===== src/rtl/spi_rom_responder.sv =====
// SPI mode-0 ROM responder: serves READ (0x03) from a byte-wide memory port with a one-byte prefetch.
// Optional macro SPI_FAST_READ_EN adds FAST READ (0x0B) with 8 dummy clocks.
`timescale 1ns/1ps
module spi_rom_responder #(
    parameter int SYNC_STAGES = 2
) (
    input  logic        wb_clk_i,
    input  logic        wb_rst_i,
    input  logic        spi_csn,
    input  logic        spi_sclk,
    input  logic        spi_mosi,
    output logic        spi_miso,
    output logic        spi_miso_oe,
    output logic [23:0] mem_addr,
    output logic        mem_req,
    input  logic        mem_ack,
    input  logic [7:0]  mem_rdata,
    output logic        busy,
    output logic        underrun
);

    typedef enum logic [2:0] {
        IDLE, CMD, ADDR,
`ifdef SPI_FAST_READ_EN
        DUMMY,
`endif
        DATA, IGNORE
    } state_t;

    localparam logic [7:0] CMD_READ = 8'h03;
`ifdef SPI_FAST_READ_EN
    localparam logic [7:0] CMD_FAST_READ = 8'h0B;
`endif

    logic [SYNC_STAGES-1:0] csn_sync_q, sclk_sync_q, mosi_sync_q;
    logic                   sclk_prev_q;
    logic                   csn_s, sclk_s, mosi_s, sclk_rise, sclk_fall;

    state_t      state_q, state_d;
    logic [4:0]  cnt_q, cnt_d;
    logic [23:0] addr_q, addr_d;
    logic        req_q, req_d;
    logic [7:0]  buf_q, buf_d;
    logic        buf_vld_q, buf_vld_d;
    logic [7:0]  shift_q, shift_d;
    logic        miso_q, miso_d;
    logic        underrun_q, underrun_d;

    assign csn_s     = csn_sync_q[SYNC_STAGES-1];
    assign sclk_s    = sclk_sync_q[SYNC_STAGES-1];
    assign mosi_s    = mosi_sync_q[SYNC_STAGES-1];
    assign sclk_rise = sclk_s & ~sclk_prev_q;
    assign sclk_fall = ~sclk_s & sclk_prev_q;

    always_ff @(posedge wb_clk_i) begin
        if (wb_rst_i) begin
            csn_sync_q  <= '1;
            sclk_sync_q <= '0;
            mosi_sync_q <= '0;
            sclk_prev_q <= 1'b0;
        end else begin
            csn_sync_q  <= {csn_sync_q[SYNC_STAGES-2:0], spi_csn};
            sclk_sync_q <= {sclk_sync_q[SYNC_STAGES-2:0], spi_sclk};
            mosi_sync_q <= {mosi_sync_q[SYNC_STAGES-2:0], spi_mosi};
            sclk_prev_q <= sclk_s;
        end
    end

    always_ff @(posedge wb_clk_i) begin
        if (wb_rst_i) begin
            state_q    <= IDLE;
            cnt_q      <= '0;
            addr_q     <= '0;
            req_q      <= 1'b0;
            buf_vld_q  <= 1'b0;
            miso_q     <= 1'b1;
            underrun_q <= 1'b0;
        end else begin
            state_q    <= state_d;
            cnt_q      <= cnt_d;
            addr_q     <= addr_d;
            req_q      <= req_d;
            buf_vld_q  <= buf_vld_d;
            miso_q     <= miso_d;
            underrun_q <= underrun_d;
        end
    end

    // Payload registers carry no reset; buf_vld_q qualifies the buffer.
    always_ff @(posedge wb_clk_i) begin
        buf_q   <= buf_d;
        shift_q <= shift_d;
    end

    always_comb begin
        state_d    = state_q;
        cnt_d      = cnt_q;
        addr_d     = addr_q;
        req_d      = req_q;
        buf_d      = buf_q;
        buf_vld_d  = buf_vld_q;
        shift_d    = shift_q;
        miso_d     = miso_q;
        underrun_d = underrun_q;
        if (csn_s) begin
            state_d   = IDLE;
            req_d     = 1'b0;
            buf_vld_d = 1'b0;
            miso_d    = 1'b1;
        end else begin
            if (req_q && mem_ack) begin
                buf_d     = mem_rdata;
                buf_vld_d = 1'b1;
                req_d     = 1'b0;
                addr_d    = addr_q + 24'd1;
            end
            case (state_q)
                IDLE: begin
                    state_d = CMD;
                    cnt_d   = '0;
                end
                CMD: if (sclk_rise) begin
                    shift_d = {shift_q[6:0], mosi_s};
                    cnt_d   = cnt_q + 5'd1;
                    if (cnt_q == 5'd7) begin
                        cnt_d   = '0;
                        state_d = IGNORE;
                        if (shift_d == CMD_READ) state_d = ADDR;
`ifdef SPI_FAST_READ_EN
                        if (shift_d == CMD_FAST_READ) state_d = ADDR;
`endif
                    end
                end
                // shift_q still holds the command byte while the address shifts in.
                ADDR: if (sclk_rise) begin
                    addr_d = {addr_q[22:0], mosi_s};
                    cnt_d  = cnt_q + 5'd1;
                    if (cnt_q == 5'd23) begin
                        cnt_d   = '0;
                        req_d   = 1'b1;
                        miso_d  = 1'b1;
                        state_d = DATA;
`ifdef SPI_FAST_READ_EN
                        if (shift_q == CMD_FAST_READ) state_d = DUMMY;
`endif
                    end
                end
`ifdef SPI_FAST_READ_EN
                DUMMY: if (sclk_rise) begin
                    cnt_d = cnt_q + 5'd1;
                    if (cnt_q == 5'd7) begin
                        cnt_d   = '0;
                        state_d = DATA;
                    end
                end
`endif
                DATA: if (sclk_fall) begin
                    cnt_d = {2'b00, cnt_q[2:0] + 3'd1};
                    if (cnt_q[2:0] == 3'd0) begin
                        req_d = 1'b1;
                        if (buf_vld_q) begin
                            shift_d   = {buf_q[6:0], 1'b1};
                            miso_d    = buf_q[7];
                            buf_vld_d = 1'b0;
                        end else if (req_q && mem_ack) begin
                            shift_d   = {mem_rdata[6:0], 1'b1};
                            miso_d    = mem_rdata[7];
                            buf_vld_d = 1'b0;
                        end else begin
                            // Byte slot is skipped: send all ones and move on to the next address.
                            shift_d    = 8'hFF;
                            miso_d     = 1'b1;
                            underrun_d = 1'b1;
                            addr_d     = addr_q + 24'd1;
                        end
                    end else begin
                        miso_d  = shift_q[7];
                        shift_d = {shift_q[6:0], 1'b1};
                    end
                end
                IGNORE: ;
                default: state_d = IDLE;
            endcase
        end
    end

    assign spi_miso_oe = (state_q == DATA) && !csn_s;
    assign spi_miso    = spi_miso_oe ? miso_q : 1'b1;
    assign mem_addr    = addr_q;
    assign mem_req     = req_q;
    assign busy        = (state_q != IDLE);
    assign underrun    = underrun_q;

endmodule


===== config.mk =====
export PLATFORM = sky130hd
export DESIGN_NAME = spi_rom_responder
export DESIGN_NICKNAME = d
export VERILOG_FILES = /design/src/rtl/spi_rom_responder.sv
export SDC_FILE = /design/constraint.sdc
export NUM_CORES = 1
export LEC_CHECK = 0
export ABC_AREA = 1
export CAP_MARGIN = 20
export CORE_MARGIN = 2
export CORE_UTILIZATION = 40
export CTS_BUF_LIST = sky130_fd_sc_hd__clkbuf_8
export CTS_CLUSTER_DIAMETER = 60
export DETAILED_ROUTE_END_ITERATION = 6
export PLACE_DENSITY = 0.6
export SYNTH_ARGS = -nofsm -noshare
export SYNTH_HDL_FRONTEND = slang
export SYNTH_SLANG_ARGS = --single-unit

===== constraint.sdc =====
create_clock -name wb_clk_i -period 1.8 [get_ports wb_clk_i]
set_clock_uncertainty 0.15 [all_clocks]
set_input_delay 0.45 -clock wb_clk_i [delete_from_list [all_inputs] [get_ports wb_clk_i]]
set_output_delay 0.45 -clock wb_clk_i [all_outputs]
set_load 0.1 [all_outputs]

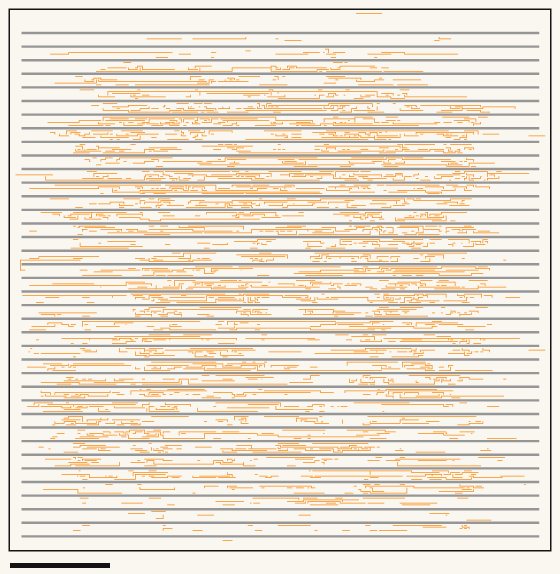
Run 1: metal 1
Bar = 20 microns. Supply wires on this layer in gray.
The longest straight run is 35.4 microns. The layer carries 6200 microns of wire.
Global Route met1 Usage: 33.5%
vias: 5056
sum of routed wire length over all layers: 14.2 mm

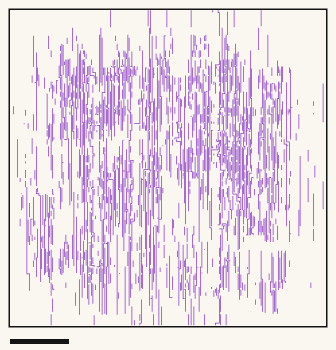
Run 1: the metal 2 layer
Bar = 20 microns.
The wires run mostly vertical. The longest straight run is 50.3 microns.

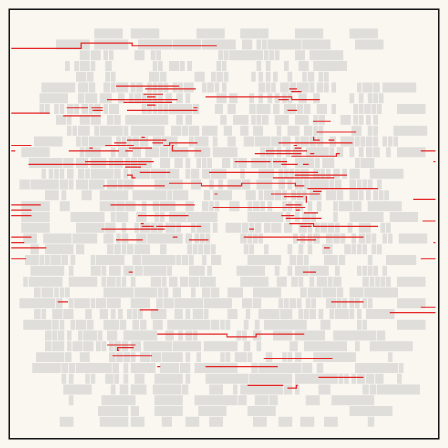
Run 1: the metal 3 layer
Cells faint in the background.
87 nets have wire on it. The longest straight run is 29.9 microns. The layer carries 943 microns of wire. The wires run mostly horizontal.

==> job_summary.md, run 1 <==
### Metrics collected by this job

| Metric | Value |
|---|---|
| Outcome | `finished, violations left` |
| Failing checks | `setup timing` |
| Effective utilization at floorplan | `41.5%` |
| Part of the total power dissipated in sequential elements | `44.7%` |
| Gr usage total | `24.4%` |
| Yosys reg bits | `59` |
| Internal reg-to-reg setup slack | `-0.04 ns` |
| Switching share of power | `26.6%` |
| P_int | `approximately 0.0022 W` |
| Top Layout Cells | `sky130_fd_sc_hd__nand2_1 (213), sky130_fd_sc_hd__inv_1 (90), sky130_fd_sc_hd__buf_4 (64), sky130_fd_sc_hd__nand3_1 (44), sky130_fd_sc_hd__o21ai_0 (39)` |
| Yosys stat cell total | `706` |
| Logic inverters | `109` |
| Worst VDD drop | `~290 uV` |
| Setup repair after global routing missed its margin | `true` |
| Worst Hold Path Cells | `2` |
| Area of the die | `0.0117 sq mm` |
| Flop share of the area | `a little over a fifth` |
| Buffering overhead | `21.5%` |
| Maximum number of buffers from clock root to sink | `2` |
| Yosys warning tally | `0` |
| Sequential power | `approximately 0.0014 W` |
| Cell type with the largest total area | `sky130_fd_sc_hd__nand2_1` |
| Fmax achieved | `0.539 GHz` |
| Worst Reg-to-Reg Cells | `11` |
| Area share of the leading cell type in the synthesized netlist | `20.8%` |
| Final setup violation count | `8` |
| Critical path launch point type | `flip-flop` |
| CTS tree | `built` |
| Area-dominant cell class after layout | `multi-input combinational cells` |
| Non-clock buffer total of the final layout | `119` |
| Post-DP HPWL | `between 10 and 15 mm` |
| Clock network area share | `3.41%` |
| Final period util | `103%` |
| Power of the clock network | `approximately 0.0015 W` |
| Clock sink count | `59` |
| Kind of end point of the critical path | `primary output` |
| Dominant cells by area after synthesis | `sky130_fd_sc_hd__nand2_1 (21%), sky130_fd_sc_hd__dfxtp_1 (20%), sky130_fd_sc_hd__edfxtp_1 (11%), sky130_fd_sc_hd__inv_1 (8.9%), sky130_fd_sc_hd__nand3_1 (7.1%)` |
| Count of routing violations after the opening detailed-route iteration | `around 330` |
| CTS buffer count | `9` |
| Average size of a mapped cell | `6.12 sq um` |
| Comb gate area | `0.00290 sq mm` |
| Required time worst endpoint | `1.20 ns` |
| Final setup margin | `-0.0545 ns` |
| Via count of the first global-routing pass | `approximately 4700` |
| Tally of OpenROAD warnings | `30` |
| Final instance count without filler cells | `around 960` |
| Maximum number of pins on one net before global-route repair | `25` |
| Heaviest power group | `the clock network` |
| Metal1 wirelength | `6.20 mm` |
| Post-synth area from yosys stat | `0.00432 sq mm` |
[run 1: worst max-delay path: stages (launching register included)]
cell                      delay (ns)
sky130_fd_sc_hd__dfxtp_4        0.39
sky130_fd_sc_hd__nand3_4        0.09
sky130_fd_sc_hd__nor2_4         0.19
sky130_fd_sc_hd__nand2_8        0.06
sky130_fd_sc_hd__buf_12         0.17
[run 1: registers in the layout (all words and copies together), names as in the netlist]
signal	cells
buf_q	8
buf_vld_q	1
cnt_q	5
csn_sync_q	2
mem_addr	24
mem_req	1
miso_q	1
mosi_sync_q	2
sclk_prev_q	1
sclk_sync_q	2
shift_q	8
state_q	3
underrun	1
[run 1: cell usage after synthesis, types with 2 or more instances]
library cell	count
sky130_fd_sc_hd__nand2_1	239
sky130_fd_sc_hd__inv_1	102
sky130_fd_sc_hd__nand3_1	61
sky130_fd_sc_hd__inv_2	7
sky130_fd_sc_hd__a31oi_1	2
sky130_fd_sc_hd__nor2_1	47
sky130_fd_sc_hd__nor2_4	5
sky130_fd_sc_hd__nand2_2	8
sky130_fd_sc_hd__or2_2	2
sky130_fd_sc_hd__clkbuf_1	6
sky130_fd_sc_hd__nand3_2	6
sky130_fd_sc_hd__nand4_1	7
sky130_fd_sc_hd__o22ai_1	7
sky130_fd_sc_hd__edfxtp_1	16
sky130_fd_sc_hd__buf_4	7
sky130_fd_sc_hd__xor2_1	4
sky130_fd_sc_hd__nor2_2	11
sky130_fd_sc_hd__nand3b_1	5
sky130_fd_sc_hd__nor3_1	4
sky130_fd_sc_hd__o21ai_1	11
sky130_fd_sc_hd__a21oi_1	21
sky130_fd_sc_hd__ha_1	3
sky130_fd_sc_hd__o21bai_1	4
sky130_fd_sc_hd__o211ai_1	5
sky130_fd_sc_hd__o21ai_0	53
sky130_fd_sc_hd__dfxtp_1	43
sky130_fd_sc_hd__buf_2	6
[run 1: logic make-up (layout without fill, tap and decap cells)]
group | count (synthesis) | after routing | synth area share, %
simple gates | 401 | 401 | 41.2
flops | 59 | 59 | 31.0
compound gates | 109 | 109 | 13.9
fa+ha+maj | 3 | 3 | 0.868
buf+inv | 129 | 244 | 12.0
xor+xnor | 5 | 5 | 1.01
[run 1: per-layer routing]
layer	global-route usage, %	up-vias
li1	-	2479
met1	33.5	2347
met2	39.8	203
met3	3.68	27
met4	7.05	0
met5	0	-
[run 1: metrics by stage]
step                hold slack (ns)  worst slack, ns  cell area (sq um)  total power [W]
global placement              0.242           -0.304               5710          0.00156
global route                  0.277           -0.146               6570          0.00311
finish                        0.262          -0.0545               6570          0.00301
CTS                           0.262          -0.0745               6040          0.00303
floorplan                     0.238           -0.160               4510          0.00148
detailed placement            0.248           -0.322               5710          0.00157
[run 1: final timing paths]
path                  startpoint             end
setup / recovery      state_q[0]        spi_miso
hold reg to reg   sclk_sync_q[0]  sclk_sync_q[1]
hold / removal    sclk_sync_q[0]  sclk_sync_q[1]
setup reg to reg     mem_addr[6]    mem_addr[16]
[run 1: what timing repair did]
item	4_1_cts	5_1_grt
cloned	0	1
buffers inserted	8	17
resized	16	108
hold buffers	0	0
setup endpoints to repair	26	40
pin swaps	7	44
==> run 2, diff against run 1 <==
--- a/config.mk
+++ b/config.mk
@@ -8,11 +8,13 @@
 export ABC_AREA = 1
 export CAP_MARGIN = 20
 export CORE_MARGIN = 2
-export CORE_UTILIZATION = 40
+export CORE_UTILIZATION = 45
 export CTS_BUF_LIST = sky130_fd_sc_hd__clkbuf_8
 export CTS_CLUSTER_DIAMETER = 60
+export CTS_CLUSTER_SIZE = 24
 export DETAILED_ROUTE_END_ITERATION = 6
-export PLACE_DENSITY = 0.6
+export PLACE_DENSITY = 0.66
 export SYNTH_ARGS = -nofsm -noshare
 export SYNTH_HDL_FRONTEND = slang
 export SYNTH_SLANG_ARGS = --single-unit
+export TNS_END_PERCENT = 30
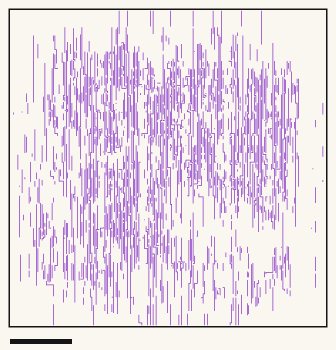
Run 2: the metal 2 layer
Bar = 20 microns.
The wires run mostly vertical. The layer holds 47% of the routed length. 687 nets have wire on it. The layer carries 6520 microns of wire.
vias: 5115
sum of routed wire length over all layers: 14.0 mm
met2 Use GR: 43.0%

==> job_summary.md, run 2 <==
### Metrics collected by this job

| Metric | Value |
|---|---|
| Worst Reg-to-Reg Cells | `12 (+1)` |
| DRC Markers | `0` |
| Setup repair after global routing missed its margin | `true` |
| Tally of OpenROAD warnings | `30 (unchanged)` |
| Relative contribution of combinational cells to total power | `7.5%` |
| Yosys stat cell total | `706 (unchanged)` |
| Crit-path max FO | `7` |
| Cell area after technology mapping | `0.00432 sq mm` |
| Final hold violation count | `0` |
| Count of mapped cells out of synthesis | `706` |
| Total of hold buffers inserted after clock tree synthesis | `0 (unchanged)` |
| DRT antenna net count | `0` |
| Total chip power | `0.00274 W (-9.0%)` |
| Detailed Routing Iterations Pass 1 | `5` |
| Leakage power | `2.96 nW` |
| Yosys reg bits | `59 (unchanged)` |
| H-tree levels | `3` |
| Gr usage total | `26.6% (+2.2 points)` |
| P_int | `0.00205 W (-7.1%)` |
| Worst Min Path Start | `sclk_sync_q[0]` |
| Initial antenna violation count | `0` |
| Clk pwr share | `43.1%` |
| Share of the yosys chip area belonging to registers | `31.0%` |
| Count of boundary I/O pins | `43` |
| Reg-to-Reg End | `mem_addr[8]` |
| Metal1 wirelength | `5.91 mm (-4.6%)` |
| Cell type with the largest total area | `sky130_fd_sc_hd__nand2_1` |
| Hold Worst Slack | `0.249 ns (-0.0132 ns)` |
| Core box area | `0.00928 sq mm` |
| Post-synth tally of flip-flops with integrated enable | `16` |
| Synth async-reset ratio | `0%` |
| Clk pin slew, worst setup/hold paths | `0.07 ns` |
| Fmax achieved | `0.538 GHz (-0.14%)` |
| Post-DP HPWL | `9.49 mm (-5.1%)` |
| Finished Core Util | `68.6%` |
| Top routing layer in use | `met4` |
| Final setup margin | `-0.0571 ns (-0.00257 ns)` |
| Max Transition Viols Final | `0` |
| Effective utilization at floorplan | `46.6% (+5.1 points)` |
| Reg2reg start | `mem_addr[1]` |
| Final setup violation count | `12 (+4)` |
| Critical path type | `reg2reg` |
| Final global-route overflow total | `0` |
| Flip-flop count of the largest register after layout | `24 (unchanged)` |
| Synth top cells by count | `sky130_fd_sc_hd__nand2_1 (239), sky130_fd_sc_hd__inv_1 (102), sky130_fd_sc_hd__nand3_1 (61), sky130_fd_sc_hd__o21ai_0 (53), sky130_fd_sc_hd__nor2_1 (47)` |
| Area share of the leading cell type in the synthesized netlist | `20.8% (unchanged)` |
| CTS buffer count | `9 (unchanged)` |
| Kind of end point of the critical path | `flip-flop` |
| Clock latency of the later-clocked register in the worst-skew pair | `0.34 ns` |
| Number of placement rows | `35` |
| Placer's final routability congestion estimate | `0.936` |
| Count of cell types in the netlist | `41` |
| Required time worst endpoint | `1.89 ns (+0.69 ns)` |
| Path category of the worst min-delay check | `reg2reg` |
| Worst VDD drop | `300 uV (+3.0%)` |
| Clock sink count | `59 (unchanged)` |
| Critical path launch point type | `flip-flop` |
| Met3 routed WL | `1.24 mm` |
| Via count of the first global-routing pass | `4689 (+0.71%)` |
| Maximum number of buffers from clock root to sink | `2 (unchanged)` |
| Yosys warning tally | `0 (unchanged)` |
| Post-synth area from yosys stat | `0.00432 sq mm (unchanged)` |
| Width of the die | `102 microns` |
| Average size of a mapped cell | `6.12 sq um (unchanged)` |
| Most frequent cell after synthesis | `sky130_fd_sc_hd__nand2_1` |
| Final-stage net count | `840` |
| Worst Hold Path EP | `sclk_sync_q[1]` |
| Fraction of final layout cells sized beyond drive strength 1 | `31.0%` |
| Top Layout Cells | `sky130_fd_sc_hd__nand2_1 (220), sky130_fd_sc_hd__inv_1 (96), sky130_fd_sc_hd__buf_4 (71), sky130_fd_sc_hd__nand3_1 (55), sky130_fd_sc_hd__o21ai_0 (41)` |
| CTS tree | `built` |
| Clock tree root driver cell | `sky130_fd_sc_hd__clkbuf_8` |
| Area of the die | `0.0104 sq mm (-11%)` |
| Post-DR vias/cell | `5.34` |
| Outcome | `finished, violations left` |
| Count of inserted antenna diode cells | `0` |
| Worst setup path start | `mem_addr[1]` |
| Worst Hold Path Cells | `2 (unchanged)` |
| Final period util | `103% (+0.14 points)` |
| Maximum number of pins on one net before global-route repair | `25 (unchanged)` |
| Count of routing violations after the opening detailed-route iteration | `368 (+12%)` |
| Switching share of power | `25.1% (-1.5 points)` |
| Post-placement worst setup slack | `-0.364 ns (-0.0419 ns)` |
| Internal reg-to-reg setup slack | `-0.06 ns (-0.02 ns)` |
| Wire length per cell | `14.6 microns` |
| Part of the total power dissipated in sequential elements | `49.5% (+4.8 points)` |
| Dominant logic cell type in the layout | `sky130_fd_sc_hd__nand2_1` |
| Dominant cells by area after synthesis | `sky130_fd_sc_hd__nand2_1 (21%), sky130_fd_sc_hd__dfxtp_1 (20%), sky130_fd_sc_hd__edfxtp_1 (11%), sky130_fd_sc_hd__inv_1 (8.9%), sky130_fd_sc_hd__nand3_1 (7.1%)` |
| Failing checks | `setup timing` |
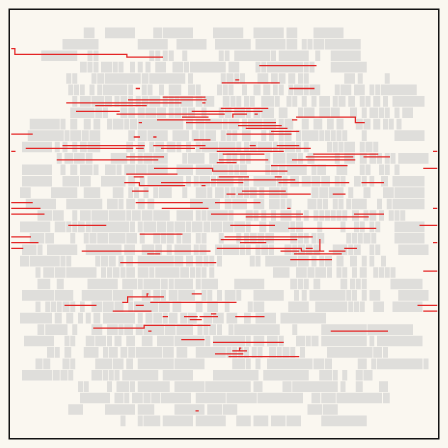
Run 2: the metal 3 layer
Cells faint in the background.
The layer holds 8.9% of the routed length. The layer carries 1240 microns of wire. 87 nets have wire on it. The longest straight run is 30.4 microns.

run 2: per-stage QoR:
step / instances / area, sq um
after global routing: 957 / 6370
after global placement: 913 / 5690
after detailed placement: 913 / 5690
after CTS: 936 / 6000
final: 957 / 6370
after floorplan: 706 / 4480
run 2: kinds of logic after synthesis:
logic type	share of synthesized area (%)
compound gates	13.9
xor+xnor	1.01
fa+ha+maj	0.868
buf+inv	12.0
flops	31.0
simple gates	41.2
run 2: worst max-delay path by stage:
stage                     slack, ns           end  cells after the start
after floorplan               -0.16      spi_miso                      4
after CTS                     -0.04      spi_miso                      5
after global routing          -0.18  mem_addr[10]                     12
final                         -0.06   mem_addr[8]                     12
after detailed placement      -0.36   mem_addr[6]                     11
after global placement        -0.28   mem_addr[6]                     11
run 2: power groups by stage:
stage | logic (W) | registers [W] | clock network, W
2_1_floorplan | 0.0000815 | 0.00140 | 0
3_3_place_gp | 0.000182 | 0.00139 | 0
3_5_place_dp | 0.000185 | 0.00139 | 0
4_1_cts | 0.000188 | 0.00136 | 0.00120
5_1_grt | 0.000220 | 0.00136 | 0.00127
6_report | 0.000205 | 0.00136 | 0.00118
run 2: layout make-up:
cell class                 count  area [sq um]
fill                         741          2910
multi-input combinational    519          2780
sequential                    59          1430
timing repair buffer         125          1400
inverter                     109           420
tap                          129           161
clock buffer                   9           124
clock inverter                 7          61.3
run 2: per-layer routing:
metal  vias to the layer above  GRT usage, %
met5                         -             0
met4                         0          8.72
met3                        39          5.13
met2                       230          43.0
met1                      2340          35.8
li1                       2506             -
run 2: what timing repair did:
action,in CTS,in global routing
gates resized,20,69
endpoints found under the hold margin,0,0
setup endpoints to repair,29,37
gates cloned,0,2
pin swaps,8,11
setup buffers,7,19
run 2: worst max-delay path, stage by stage, from the launching register on:
cell	delay (ns)
sky130_fd_sc_hd__dfxtp_4	0.37
sky130_fd_sc_hd__ha_4	0.15
sky130_fd_sc_hd__nand2_4	0.06
sky130_fd_sc_hd__nor2_4	0.22
sky130_fd_sc_hd__nand2_2	0.12
sky130_fd_sc_hd__xor2_1	0.18
sky130_fd_sc_hd__nand2_1	0.09
sky130_fd_sc_hd__nand2_2	0.08
sky130_fd_sc_hd__inv_1	0.06
sky130_fd_sc_hd__o21ai_1	0.11
sky130_fd_sc_hd__inv_1	0.06
sky130_fd_sc_hd__nand2_1	0.07
sky130_fd_sc_hd__nand2_1	0.04
Power figures rest on the tool's default switching activity, not on a simulated workload.
